===== config.mk =====
export PLATFORM = sky130hd
export DESIGN_NAME = regfile_mp
export DESIGN_NICKNAME = d
export VERILOG_FILES = /design/src/rtl/regfile_mp_pkg.sv /design/src/rtl/regfile_scoreboard.sv /design/src/rtl/regfile_mp.sv
export SDC_FILE = /design/constraint.sdc
export NUM_CORES = 2
export LEC_CHECK = 0
export ABC_AREA = 1
export CORE_UTILIZATION = 50
export DETAILED_ROUTE_END_ITERATION = 8
export PLACE_DENSITY = 0.63
export SETUP_SLACK_MARGIN = 0.15
export SLEW_MARGIN = 20
export SYNTH_ARGS = -nofsm -noshare
export SYNTH_HDL_FRONTEND = slang
export SYNTH_HIERARCHICAL = 1
export SYNTH_SLANG_ARGS = --single-unit

===== constraint.sdc =====
create_clock -name clk -period 4.4 [get_ports clk]
set_input_delay 0.44 -clock clk [delete_from_list [all_inputs] [get_ports clk]]
set_output_delay 0.44 -clock clk [all_outputs]
set_load 0.01 [all_outputs]

===== src/rtl/regfile_mp_pkg.sv =====
// Shared types and default sizes for the integer register file family.
// The FP register file reuses these definitions together with the scoreboard.
package regfile_mp_pkg;

  localparam int XLEN_DEF = 32;
  localparam int NREG_DEF = 32;

  typedef logic [XLEN_DEF-1:0] word_t;
  typedef logic [4:0]          regaddr_t;

endpackage


===== src/rtl/regfile_scoreboard.sv =====
// Busy-bit scoreboard: flush beats write-clear, and reserve beats write-clear.
// rbusy is looked up from the registered bits and hidden when a write is forwarded.
module regfile_scoreboard
  import regfile_mp_pkg::*;
#(
  parameter int NREG     = NREG_DEF,
  parameter int NRP      = 2,
  parameter int NWP      = 1,
  parameter int BYPASS   = 1,
  parameter int ZERO_REG = 1,
  parameter int AW       = $clog2(NREG)
) (
  input  logic              clk,
  input  logic              rst_n,
  input  logic [NRP*AW-1:0] ra,
  output logic [NRP-1:0]    rbusy,
  input  logic [NWP-1:0]    we,
  input  logic [NWP*AW-1:0] wa,
  input  logic              rsv_en,
  input  logic [AW-1:0]     rsv_addr,
  input  logic              flush
);

  localparam bit BYP = (BYPASS != 0);
  localparam bit ZR  = (ZERO_REG != 0);

  logic [NREG-1:0] busy_q;
  logic [NREG-1:0] busy_d;

  always_comb begin
    busy_d = busy_q;
    if (flush) begin
      busy_d = '0;
    end else begin
      for (int j = 0; j < NWP; j++) begin
        if (we[j]) busy_d[wa[j*AW +: AW]] = 1'b0;
      end
      // Applied after the clears so a new producer keeps the bit set.
      if (rsv_en) busy_d[rsv_addr] = 1'b1;
    end
    if (ZR) busy_d[0] = 1'b0;
  end

  always_ff @(posedge clk) begin
    if (!rst_n) busy_q <= '0;
    else        busy_q <= busy_d;
  end

  genvar gi;
  generate
    for (gi = 0; gi < NRP; gi++) begin : g_rbusy
      logic [AW-1:0] ra_a;
      logic          hit;
      logic          rbusy_v;

      assign ra_a = ra[gi*AW +: AW];

      always_comb begin
        hit = 1'b0;
        for (int j = 0; j < NWP; j++) begin
          if (we[j] && (wa[j*AW +: AW] == ra_a)) hit = 1'b1;
        end
        rbusy_v = busy_q[ra_a] && !(BYP && hit);
      end

      assign rbusy[gi] = rbusy_v;
    end
  endgenerate

endmodule


===== src/rtl/regfile_mp.sv =====
// Multi-port register file: flop storage, combinational reads with optional
// write forwarding, and a busy scoreboard for issue/writeback tracking.
module regfile_mp
  import regfile_mp_pkg::*;
#(
  parameter int XLEN     = XLEN_DEF,
  parameter int NREG     = NREG_DEF,
  parameter int NRP      = 2,
  parameter int NWP      = 1,
  parameter int BYPASS   = 1,
  parameter int ZERO_REG = 1,
  parameter int AW       = $clog2(NREG)
) (
  input  logic                clk,
  input  logic                rst_n,
  input  logic [NRP*AW-1:0]   ra,
  output logic [NRP*XLEN-1:0] rd,
  output logic [NRP-1:0]      rbusy,
  input  logic [NWP-1:0]      we,
  input  logic [NWP*AW-1:0]   wa,
  input  logic [NWP*XLEN-1:0] wd,
  input  logic                rsv_en,
  input  logic [AW-1:0]       rsv_addr,
  input  logic                flush
);

  localparam bit BYP = (BYPASS != 0);
  localparam bit ZR  = (ZERO_REG != 0);

  logic [XLEN-1:0] regs_q [NREG];
  logic [AW-1:0]   wa_a   [NWP];
  logic [XLEN-1:0] wd_a   [NWP];

  genvar gi;
  generate
    for (gi = 0; gi < NWP; gi++) begin : g_wport
      assign wa_a[gi] = wa[gi*AW +: AW];
      assign wd_a[gi] = wd[gi*XLEN +: XLEN];
    end
  endgenerate

  // Ports are visited in ascending order, so the highest port's update lands last.
  always_ff @(posedge clk) begin
    if (!rst_n) begin
      for (int r = 0; r < NREG; r++) regs_q[r] <= '0;
    end else begin
      for (int j = 0; j < NWP; j++) begin
        if (we[j] && !(ZR && (wa_a[j] == '0))) regs_q[wa_a[j]] <= wd_a[j];
      end
    end
  end

  generate
    for (gi = 0; gi < NRP; gi++) begin : g_rport
      logic [AW-1:0]   ra_a;
      logic [XLEN-1:0] rd_v;

      assign ra_a = ra[gi*AW +: AW];

      always_comb begin
        rd_v = regs_q[ra_a];
        if (BYP) begin
          for (int j = 0; j < NWP; j++) begin
            if (we[j] && (wa_a[j] == ra_a)) rd_v = wd_a[j];
          end
        end
        if (ZR && (ra_a == '0)) rd_v = '0;
      end

      assign rd[gi*XLEN +: XLEN] = rd_v;
    end
  endgenerate

  regfile_scoreboard #(
    .NREG     (NREG),
    .NRP      (NRP),
    .NWP      (NWP),
    .BYPASS   (BYPASS),
    .ZERO_REG (ZERO_REG),
    .AW       (AW)
  ) u_scoreboard (
    .clk      (clk),
    .rst_n    (rst_n),
    .ra       (ra),
    .rbusy    (rbusy),
    .we       (we),
    .wa       (wa),
    .rsv_en   (rsv_en),
    .rsv_addr (rsv_addr),
    .flush    (flush)
  );

endmodule

==> CHANGELOG.md <==
## Flow update

* Status: finished clean
* P_leak at 28.3 nW
* Num CTS Buffers at 118
* Gr busiest metal: met2
* Crit Path Max Fanout at 42
* Fa+ha+maj area frac at 0
* Post-Synth AOI/OAI Area at 0.0856
* WHS at 0.477 ns
* Resized Gates After CTS at 0
* Largest logic family: simple AND/OR/NAND/NOR gates
* Buffer depth of the longest clock path at 3
* Post-synth cell types at 26
* Pre-CTS setup slack at 0.527 ns
* Cell mode on critical path: buf_4
* Dominant cell area share at 0.511
* Metal2 WL at 102 mm
* Critical path origin: ra[6]
* Hold Crit Endpoint: u_scoreboard/busy_q[21]$_SDFF_PP0_
* Total stage count of the critical path at 8
* Crit-path leading delay family: buffers and inverters
* Synth top area cells: edfxtp_1 51%, nand2_1 12%, nand3_1 9.3%
* M1 WL at 88.1 mm
* Met2 Use GR at 0.572
* CP arrival at 3.47 ns
* Hold Crit Start: u_scoreboard/busy_q[21]$_SDFF_PP0_
* Hold buffers post-CTS at 0
* GRT met1 Usage at 0.510
* Worst-path clk slew at 0.06 ns
* Crit-path slowest cell: nand4_1
* RSZ-0062 raised after global routing: no
* Syn Std Cell Area at 60200 sq um
* Final slew viol count at 0
* Layout cell share with drive strength beyond 1 at 0.0713
[cell type report]
cell class                 count  area, sq um
antenna                        1         2.50
clock buffer                 156         3170
clock inverter                54          387
fill                       10800        51600
inverter                     680         2580
multi-input combinational   5426        23900
sequential                  1055        31400
tap                         1600         2000
timing repair buffer         353         3660
[report_power, final]
part	internal [mW]	switching [mW]	total [mW]
clock	5.29	4.15	9.44
sequential	11.5	0.234	11.8
combinational	1.09	2.72	3.81
[worst register-to-register path: cells and delay by family (launching register included)]
kind / cells / cell delay (ns)
flops: 1 / 0.36
compound gates: 2 / 0.24
[logic make-up after synthesis]
kind of cell    after synthesis
other cells                   1
xor+xnor                      4
simple gates               4462
compound gates              928
flops                      1055
buf+inv                    1335
[state kept, by name, summed over array words and instances, names as in the netlist]
name                 cells
regs_q                1024
u_scoreboard/busy_q     31
==> images/pdn.png <==
Drawn at 1.5 px/micron. Pins as bars on the die edge. Tap cells in gray.
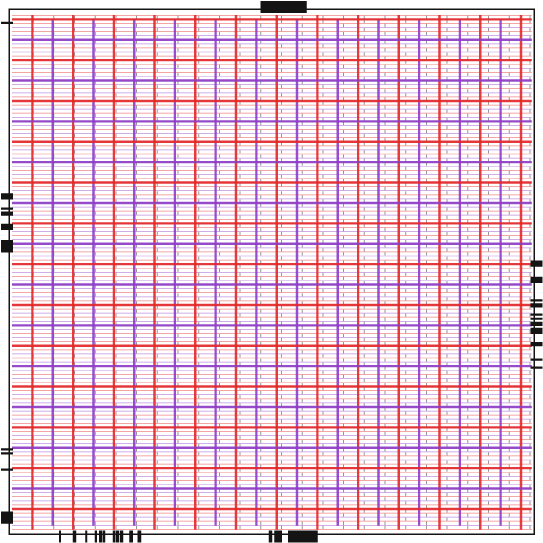
purple -> VDD
red -> VSS
met1 rails = 127
rows = 126
signal pins = 123
met5 straps = 25
met4 straps = 25
Peak supply drop: 0.319 mV
die span in x: 349 microns
CORE AREA: 119000 sq um
die height: 349 microns

==> images/clock_map.png <==
Drawn at 1 px/micron.
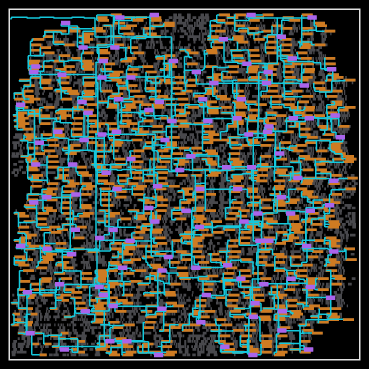
cyan -> clock wires  # length 14200 microns
orange -> flip-flops  # count 1055
purple -> cells driving clock nets  # count 118
routed clock nets = 119
Clock Power: 9.44 mW
Latency at later pin: 0.72 ns
clock share of power: 0.377
Clock Skews: 0 ns

Power is estimated from default activity; no workload was simulated.
